File: src/rtl/fpcvt_pkg.sv
// Shared constants for the pipelined two's-complement to floating-point converter.
// The parameter legality check is used at elaboration by fpcvt_pipe.
package fpcvt_pkg;

    localparam logic RND_NEAREST = 1'b0;
    localparam logic RND_TRUNC   = 1'b1;

    // The input must split exactly into a significand plus the full exponent span.
    function automatic bit fpcvt_params_legal(input int in_w, input int exp_w, input int man_w);
        return in_w == man_w + (1 << exp_w);
    endfunction

endpackage

File: src/rtl/fpcvt_lzd.sv
// Leading-one detector: o_pos is the index of the highest set bit of i_vec.
// o_zero flags an all-zero vector, in which case o_pos is 0.
module fpcvt_lzd #(
    parameter int W  = 11,
    parameter int PW = $clog2(W)
) (
    input  logic [W-1:0]  i_vec,
    output logic [PW-1:0] o_pos,
    output logic          o_zero
);

    always_comb begin
        o_pos = '0;
        // Scanning upward lets the highest set bit overwrite any lower ones.
        for (int i = 0; i < W; i++) begin
            if (i_vec[i]) o_pos = PW'(i);
        end
    end

    assign o_zero = ~|i_vec;

endmodule

File: src/rtl/fpcvt_pipe.sv
// Three-stage converter: sign/magnitude, normalise, round/clamp, with a global stall
// (every stage advances together) and a saturating count of delivered saturated results.
module fpcvt_pipe
    import fpcvt_pkg::*;
#(
    parameter int IN_W  = 12,
    parameter int EXP_W = 3,
    parameter int MAN_W = 4,
    parameter int CNT_W = 16
) (
    input  logic             clk,
    input  logic             rst_n,
    input  logic             in_valid,
    output logic             in_ready,
    input  logic [IN_W-1:0]  D,
    input  logic             rnd_mode,
    output logic             out_valid,
    input  logic             out_ready,
    output logic             S,
    output logic [EXP_W-1:0] E,
    output logic [MAN_W-1:0] F,
    output logic             sat,
    output logic [CNT_W-1:0] sat_cnt,
    input  logic             cnt_clr
);

    localparam int MW = IN_W - 1;
    localparam int PW = $clog2(MW);
    localparam logic [PW-1:0] MAN_P  = PW'(MAN_W);
    localparam logic [PW-1:0] MAN_M1 = PW'(MAN_W - 1);

    if (!fpcvt_params_legal(IN_W, EXP_W, MAN_W)) begin : g_bad_params
        $error("fpcvt_pipe: IN_W must equal MAN_W + 2**EXP_W");
    end

    logic w_adv;
    logic r_out_valid;
    assign w_adv    = ~r_out_valid | out_ready;
    assign in_ready = w_adv;

    // Stage 1: sign / magnitude. The most-negative input has no magnitude in MW bits.
    logic [MW-1:0] w_mag;
    logic          w_mneg;
    assign w_mag  = D[IN_W-1] ? (~D[MW-1:0] + 1'b1) : D[MW-1:0];
    assign w_mneg = D[IN_W-1] & ~|D[MW-1:0];

    logic          r1_valid, r1_s, r1_sat, r1_rnd;
    logic [MW-1:0] r1_mag;

    always_ff @(posedge clk or negedge rst_n) begin
        if (!rst_n) begin
            r1_valid <= 1'b0;
            r1_s     <= 1'b0;
            r1_sat   <= 1'b0;
            r1_rnd   <= 1'b0;
            r1_mag   <= '0;
        end else if (w_adv) begin
            r1_valid <= in_valid;
            r1_s     <= D[IN_W-1];
            r1_sat   <= w_mneg;
            r1_rnd   <= rnd_mode;
            r1_mag   <= w_mag;
        end
    end

    // Stage 2: normalise. Small magnitudes pass through with E=0 and no rounding bit.
    logic [PW-1:0]    w_pos;
    logic             w_zero;
    logic [EXP_W-1:0] w_e, w_e_m1;
    logic [MAN_W-1:0] w_f;
    logic             w_rbit;

    fpcvt_lzd #(.W(MW), .PW(PW)) u_lzd (
        .i_vec  (r1_mag),
        .o_pos  (w_pos),
        .o_zero (w_zero)
    );

    assign w_e    = (w_zero || w_pos < MAN_P) ? '0 : EXP_W'(w_pos - MAN_M1);
    assign w_e_m1 = w_e - 1'b1;
    assign w_f    = MAN_W'(r1_mag >> w_e);
    assign w_rbit = (w_e != '0) & 1'(r1_mag >> w_e_m1);

    logic             r2_valid, r2_s, r2_sat, r2_rnd, r2_rbit;
    logic [EXP_W-1:0] r2_e;
    logic [MAN_W-1:0] r2_f;

    always_ff @(posedge clk or negedge rst_n) begin
        if (!rst_n) begin
            r2_valid <= 1'b0;
            r2_s     <= 1'b0;
            r2_sat   <= 1'b0;
            r2_rnd   <= 1'b0;
            r2_rbit  <= 1'b0;
            r2_e     <= '0;
            r2_f     <= '0;
        end else if (w_adv) begin
            r2_valid <= r1_valid;
            r2_s     <= r1_s;
            r2_sat   <= r1_sat;
            r2_rnd   <= r1_rnd;
            r2_rbit  <= w_rbit;
            r2_e     <= w_e;
            r2_f     <= w_f;
        end
    end

    // Stage 3: round, renormalise on significand carry, clamp when the exponent runs out.
    logic [MAN_W:0]   w_fsum;
    logic             w_ovf, w_sat3;
    logic [EXP_W-1:0] w_e3;
    logic [MAN_W-1:0] w_f3;

    assign w_fsum = {1'b0, r2_f} + {{MAN_W{1'b0}}, (r2_rnd == RND_NEAREST) & r2_rbit};
    assign w_ovf  = w_fsum[MAN_W];
    assign w_sat3 = r2_sat | (w_ovf & (&r2_e));
    assign w_e3   = w_sat3 ? '1 : (w_ovf ? r2_e + 1'b1 : r2_e);
    assign w_f3   = w_sat3 ? '1 : (w_ovf ? {1'b1, {(MAN_W-1){1'b0}}} : w_fsum[MAN_W-1:0]);

    logic             r_s, r_sat;
    logic [EXP_W-1:0] r_e;
    logic [MAN_W-1:0] r_f;
    logic [CNT_W-1:0] r_cnt;

    always_ff @(posedge clk or negedge rst_n) begin
        if (!rst_n) begin
            r_out_valid <= 1'b0;
            r_s         <= 1'b0;
            r_sat       <= 1'b0;
            r_e         <= '0;
            r_f         <= '0;
        end else if (w_adv) begin
            r_out_valid <= r2_valid;
            r_s         <= r2_s;
            r_sat       <= w_sat3;
            r_e         <= w_e3;
            r_f         <= w_f3;
        end
    end

    always_ff @(posedge clk or negedge rst_n) begin
        if (!rst_n) begin
            r_cnt <= '0;
        end else if (cnt_clr) begin
            r_cnt <= '0;
        end else if (r_out_valid && out_ready && r_sat && (r_cnt != '1)) begin
            r_cnt <= r_cnt + 1'b1;
        end
    end

    assign out_valid = r_out_valid;
    assign S         = r_s;
    assign E         = r_e;
    assign F         = r_f;
    assign sat       = r_sat;
    assign sat_cnt   = r_cnt;

endmodule

File: config.mk
export PLATFORM = sky130hd
export DESIGN_NAME = fpcvt_pipe
export DESIGN_NICKNAME = d
export VERILOG_FILES = /design/src/rtl/fpcvt_pkg.sv /design/src/rtl/fpcvt_lzd.sv /design/src/rtl/fpcvt_pipe.sv
export SDC_FILE = /design/constraint.sdc
export NUM_CORES = 1
export LEC_CHECK = 0
export CORE_UTILIZATION = 40
export DETAILED_ROUTE_END_ITERATION = 8
export PLACE_DENSITY_LB_ADDON = 0.2
export SLEW_MARGIN = 30
export SYNTH_ARGS = -nofsm -noshare
export SYNTH_HDL_FRONTEND = slang
export SYNTH_SLANG_ARGS = --single-unit
File: constraint.sdc
create_clock -name clk -period 6.06 [get_ports clk]
set_clock_uncertainty 0.15 [all_clocks]
set_input_delay 1.212 -clock clk [delete_from_list [all_inputs] [get_ports clk]]
set_output_delay 1.212 -clock clk [all_outputs]
set_load 0.005 [all_outputs]
run_1/sizes.png
Scale: 6 px per µm.
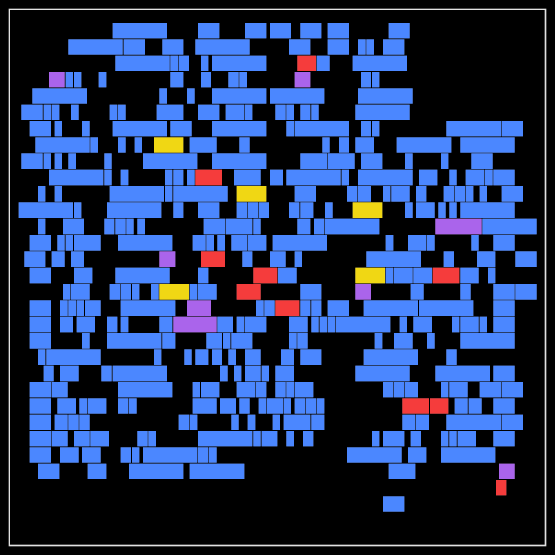
| colour | size | cells | share |
|---|---|---|---|
| red | _2 cells | 10 | 2.6% |
| purple | _3 and _4 cells | 8 | 2.1% |
| blue | _0 and _1 cells | 355 | 94% |
| yellow | _6 and larger | 5 | 1.3% |

run_1/io_fan.png
Scale: 3 px per µm.
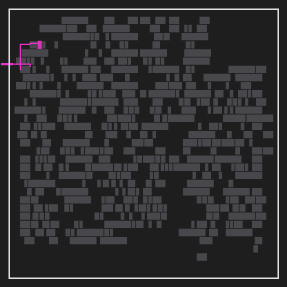
| colour | port | bits | direction | end cells | buffers | wire |
|---|---|---|---|---|---|---|
| magenta | `in_ready` | 1 | output | 1 | 1 | 22.3 µm |
IO Port Bufs: 44
I/O pin cnt: 45

==> GITHUB_STEP_SUMMARY, run 1 <==
### Yosys + OpenROAD results

| Metric | Value |
|---|---|
| Status | finished, final reports clean |
| Met3 usage | 0.0286 |
| GRT overflow | 0 |
| Flop count | between 50 and 60 |
| Largest register FFs | 16 |
| Met2 Use GR | 0.295 |
| Cell Chain, Critical Path | clkdlybuf4s50_1 -> nor2b_2 -> buf_4 -> clkinv_1 -> clkdlybuf4s50_1 |
| Maximum vdd drop | between 0.1 and 0.15 mV |
| Adder Share, Synth | 0.0371 |
| Total GRT Usage | 0.170 |
| Crit-path max FO | 44 |
| Most common cell in the netlist | nand2_1 |
| Top cells by area | dfrtp_1, nand2_1, xor2_1, nor2_1, ha_1 |
| Late-Pin Clk Latency | 300 ps |
| Max H-tree Level | 2 |
| Worst Hold End | r2_s |
| Met1 Track Usage GR | 0.221 |
| Most numerous logic cells after layout | nand2_1, dfrtp_1, clkdlybuf4s50_1, nor2_1, xor2_1 |
| Post-route design area | 3630 µm² |
| CTS tree | built |
| Wl on met1 | 2770 µm |
| Post-synth top cells | nand2_1, dfrtp_1, nor2_1 |
| Crit path time final | 4110 ps |
| Utilization after layout | 0.498 |
| Vias/cell | 5.21 |
| DR iter-0 viols | 135 |
| Reg power frac | 0.419 |
| Area after DPL | 3540 µm² |
| Logic share of the area | 0.440 |
| Final Non-Filler Cells | between 400 and 500 |
| Delay-heaviest family, CP | buffers and inverters |
| Crit path capture | in_ready |
| Initial antenna violation count | 0 |
| Final Power | roughly 1.3 mW |
| Power Density | 358 nW/µm² |
| # Cells Yosys | around 340 |
| # DRC | 0 |
| Crit path DAT | 2750 ps |
| Mapped cell area | 3040 µm² |
| Log Warnings | 27 |
| Core box area | roughly 7300 µm² |
| Crit path largest cell delay | 470 ps |
| Main logic family after synthesis | simple AND/OR/NAND/NOR gates |
| FP Util | 0.416 |
| Worst-Margin Slew | 656 ps |
| Total CTS buffers | 5 |
| Switching pwr | 0.500 mW |
| Reg area | 1330 µm² |
| Clock share of power | 0.152 |
| Reg2reg setup slack | 3010 ps |
| Synth top area share | 0.437 |
| WHS Path Cells | 2 |
| Clock slew at reported path FFs | 100 ps |
| Worst setup EP type | output pin |
| Max Freq | about 0.24 GHz |
| Antenna Nets Post-Route | 0 |
| Top power group | combinational cells |
| Clk. pwr | 0.197 mW |
| First-pass GRT wire length | 10600 µm |
| Fillcell total | about 740 |
| CTS Buffer Depth | 2 |
| FF-to-FF Start | r1_mag[1] |
| Mean routed wirelength per cell | 12.8 µm |
| Drt pass-1 iters | 4 |
| Top_reg_cell synth | dfrtp_1 |
| Required @ worst endpoint | roughly 4700 ps |
| Final hold viol count | 0 |
| Synth area leader | dfrtp_1 |
| Die area | slightly below 8000 µm² |
| Ao+oa area frac | 0.151 |
| Met3 Wirelength | 205 µm |
| Worst hold start | r2_s |
| Post_cts resized | 0 |
| Synth-to-Final Area Change | 19.5% |
| Top class by area | logic gates |
| Post-route setup TNS | 0 ps |
| Routed length on met2 | approximately 3100 µm |
| Top cell excl fill/tap | nand2_1 |
| Synth flops | 53 |
| Yosys chip area | 3040 µm² |
| Largest net degree at the start of global routing | 54 |
| Non-clk invs | 10 |
| Number of synthesized flops with an enable pin | 0 |
| Hold buffers post-CTS | 0 |
| Seq pwr | roughly 0.54 mW |
| Yosys warns | 0 |
run_1/logic_types.png
Scale: 6 px per µm.
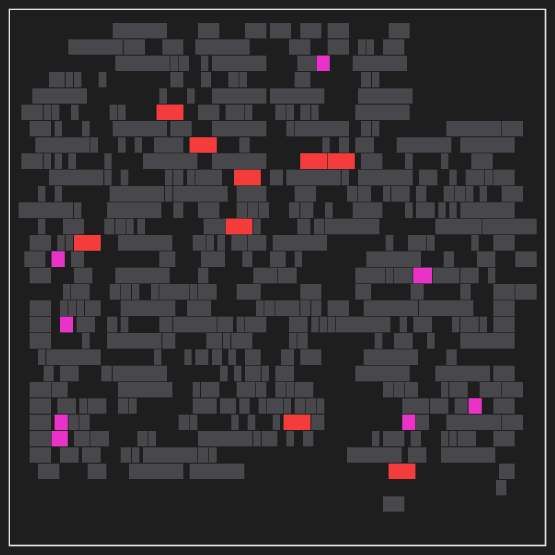
| colour | family | cells | most used |
|---|---|---|---|
| magenta | AND and OR gates | 8 | or3_1 |
| red | adder and majority cells | 9 | ha_1 |

run_1/io_placement.png
Scale: 6 px per µm. Pins as bars across the die edge, other pins in grey.
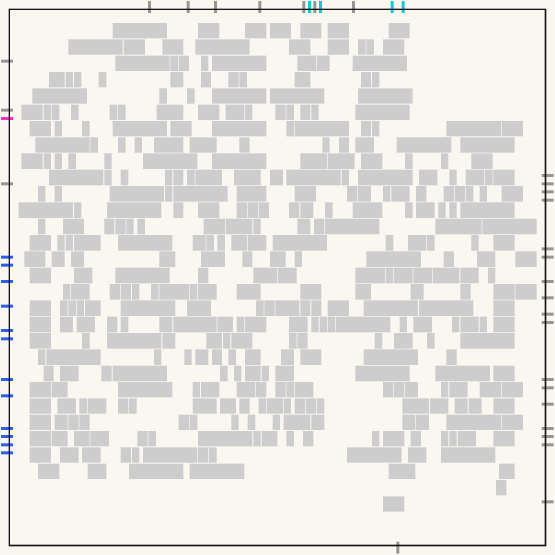
| colour | port | pins | direction | edge |
|---|---|---|---|---|
| magenta | `in_ready` | 1 | output | west |
| cyan | `F` | 4 | output | north |
| blue | `D` | 12 | input | west |
Die X: 89.1 µm
Die H: 89.1 µm

run_1/placement.png
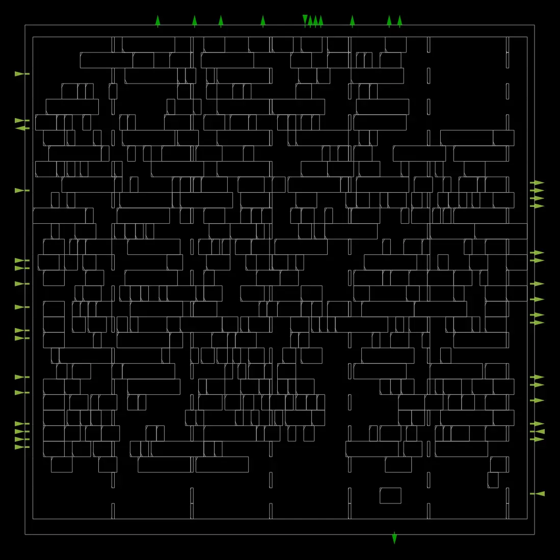

==> run 2: changes to the inputs <==
==> constraint.sdc (replaced) <==
create_clock -name clk -period 3.3 [get_ports clk]
set_clock_uncertainty 0.15 [all_clocks]
set_input_delay 0.66 -clock clk [delete_from_list [all_inputs] [get_ports clk]]
set_output_delay 0.66 -clock clk [all_outputs]
set_load 0.005 [all_outputs]
run_2/placement.png
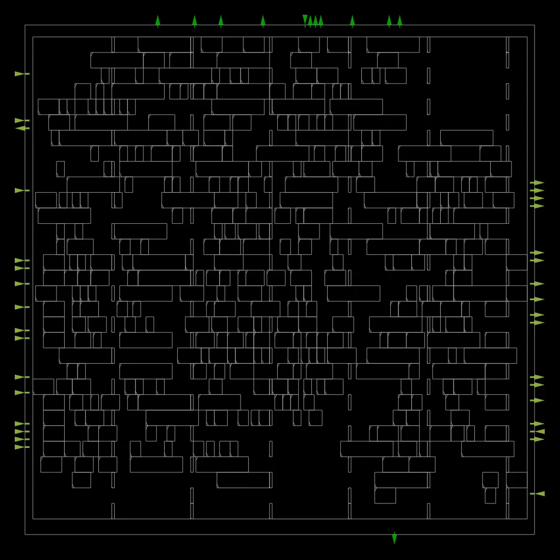
Final Non-Filler Cells: 478
utilization after layout: 0.498
fillcell total: 743
core box area: 7290 µm²

==> run 2 against run 1 <==
Count of clock-buffer cells in the layout shrank 1; register-to-register slack lost 2600 ps; die area is the same; global-route usage grew 0.24 points; sequential cell count is the same; sequential share of layout area shrank 0.050 points; non-clock buffer count grew 1; core utilization grew 0.069 points; power grew 84%; area after synthesis is the same; design area grew 0.14%; combinational power grew 83%.
==> GITHUB_STEP_SUMMARY, run 2 <==
### Yosys + OpenROAD results

| Metric | Value |
|---|---|
| FF-to-FF Start | r1_mag[1] |
| Max H-tree Level | 2 |
| # Cells Yosys | 342 |
| FP Util | 0.416 |
| Reg power frac | 0.415 |
| Max Freq | approximately 0.35 GHz |
| First-pass GRT wire length | 10500 µm |
| Delay-heaviest family, CP | adder cells |
| Final hold viol count | 0 |
| Reg area | 1330 µm² |
| Reg2reg setup slack | 400 ps |
| Non-clk invs | 10 |
| Cell Chain, Critical Path | nor2b_1 -> o21bai_1 -> a21o_1 -> a21oi_1 -> nor2_1 -> nor2_1 -> ha_1 -> nand2_1 -> ha_1 -> nand2_1 -> o221a_2 -> o211a_1 -> nor3_1 |
| Die X | 89.1 µm |
| Switching pwr | 0.921 mW |
| Flop count | about 53 |
| IO Port Bufs | around 44 |
| Crit path DAT | 2980 ps |
| Post-route setup TNS | 0 ps |
| Top power group | combinational cells |
| Hold buffers post-CTS | 0 |
| Highest metal used | met4 |
| Yosys simple share | 0.219 |
| Log Warnings | 27 |
| Maximum vdd drop | 0.254 mV |
| Tap cells | 99 |
| Post_cts resized | 0 |
| Total GRT Usage | 0.172 |
| Largest net degree at the start of global routing | 54 |
| Post-synth top cells | nand2_1, dfrtp_1, nor2_1 |
| Crit path largest cell delay | 460 ps |
| Crit path capture | r2_rbit |
| Final Power | 2.39 mW |
| Routed length on met2 | 3000 µm |
| Synth top area share | 0.437 |
| Status | finished, final reports clean |
| Synth flops | 53 |
| Post-route design area | between 3000 and 4000 µm² |
| Clk. pwr | 0.373 mW |
| Top class by area | logic gates |
| Main logic family after synthesis | simple AND/OR/NAND/NOR gates |
| Adder Share, Synth | 0.0371 |
| Top cell excl fill/tap | nand2_1 |
| Met3 Wirelength | about 270 µm |
| Initial antenna violation count | 0 |
| Largest register FFs | 16 |
| Combinational share of power | 0.429 |
| Clock slew at reported path FFs | 100 ps |
| Top_reg_cell synth | dfrtp_1 |
| Wl on met1 | ~2800 µm |
| Die area | 7940 µm² |
| Clock Sinks | 53 |
| Logic share of the area | 0.438 |
| Required @ worst endpoint | 3380 ps |
| Vias/cell | 5.15 |
| Die H | roughly 89 µm |
| Seq pwr | 0.991 mW |
| Yosys warns | 0 |
| Met2 Use GR | 0.301 |
| Postcts setup bufs | 0 |
| Worst-Margin Slew | 672 ps |
| Synth-to-Final Area Change | 19.7% |
| Mapped cell area | 3040 µm² |
| Number of synthesized flops with an enable pin | 0 |
| # DRC | 0 |
| Top cells by area | dfrtp_1, nand2_1, xor2_1, nor2_1, ha_1 |
| Worst setup EP type | flop |
| CTS Buffer Depth | 2 |
| DR iter-0 viols | 122 |
| I/O pin cnt | approximately 45 |
| Crit-path max FO | 13 |
| Drt pass-1 iters | 4 |
| Yosys chip area | a little over 3000 µm² |
| Synth area leader | dfrtp_1 |
| Antenna Nets Post-Route | 0 |
| Met3 usage | 0.0314 |
| Mean routed wirelength per cell | 12.8 µm |
| Power Density | approximately 660 nW/µm² |
| Synth cell types | 54 |
| Clock share of power | 0.156 |
| Data buffer area share | 0.128 |
| Late-Pin Clk Latency | 310 ps |
| CTS tree | built |
| Total CTS buffers | 5 |
| Most common cell in the netlist | nand2_1 |
run_2/io_placement.png
Scale: 6 px per µm. Pins as bars across the die edge, other pins in grey.
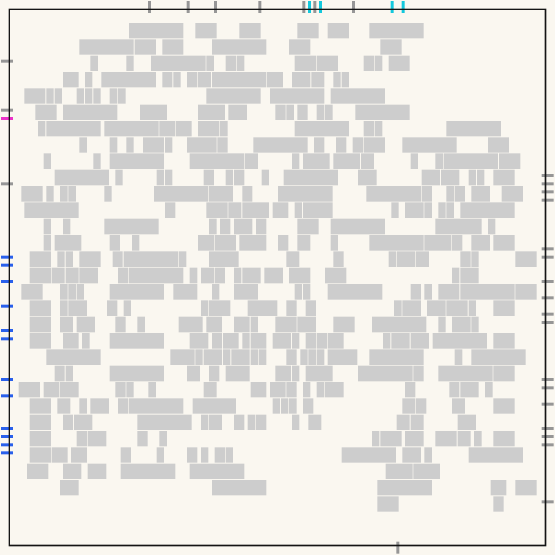
| colour | port | pins | direction | edge |
|---|---|---|---|---|
| magenta | `in_ready` | 1 | output | west |
| cyan | `F` | 4 | output | north |
| blue | `D` | 12 | input | west |
all pins by edge: 17 east, 16 west, 11 north, 1 south

Power figures rest on the tool's default switching activity, not on a simulated workload.
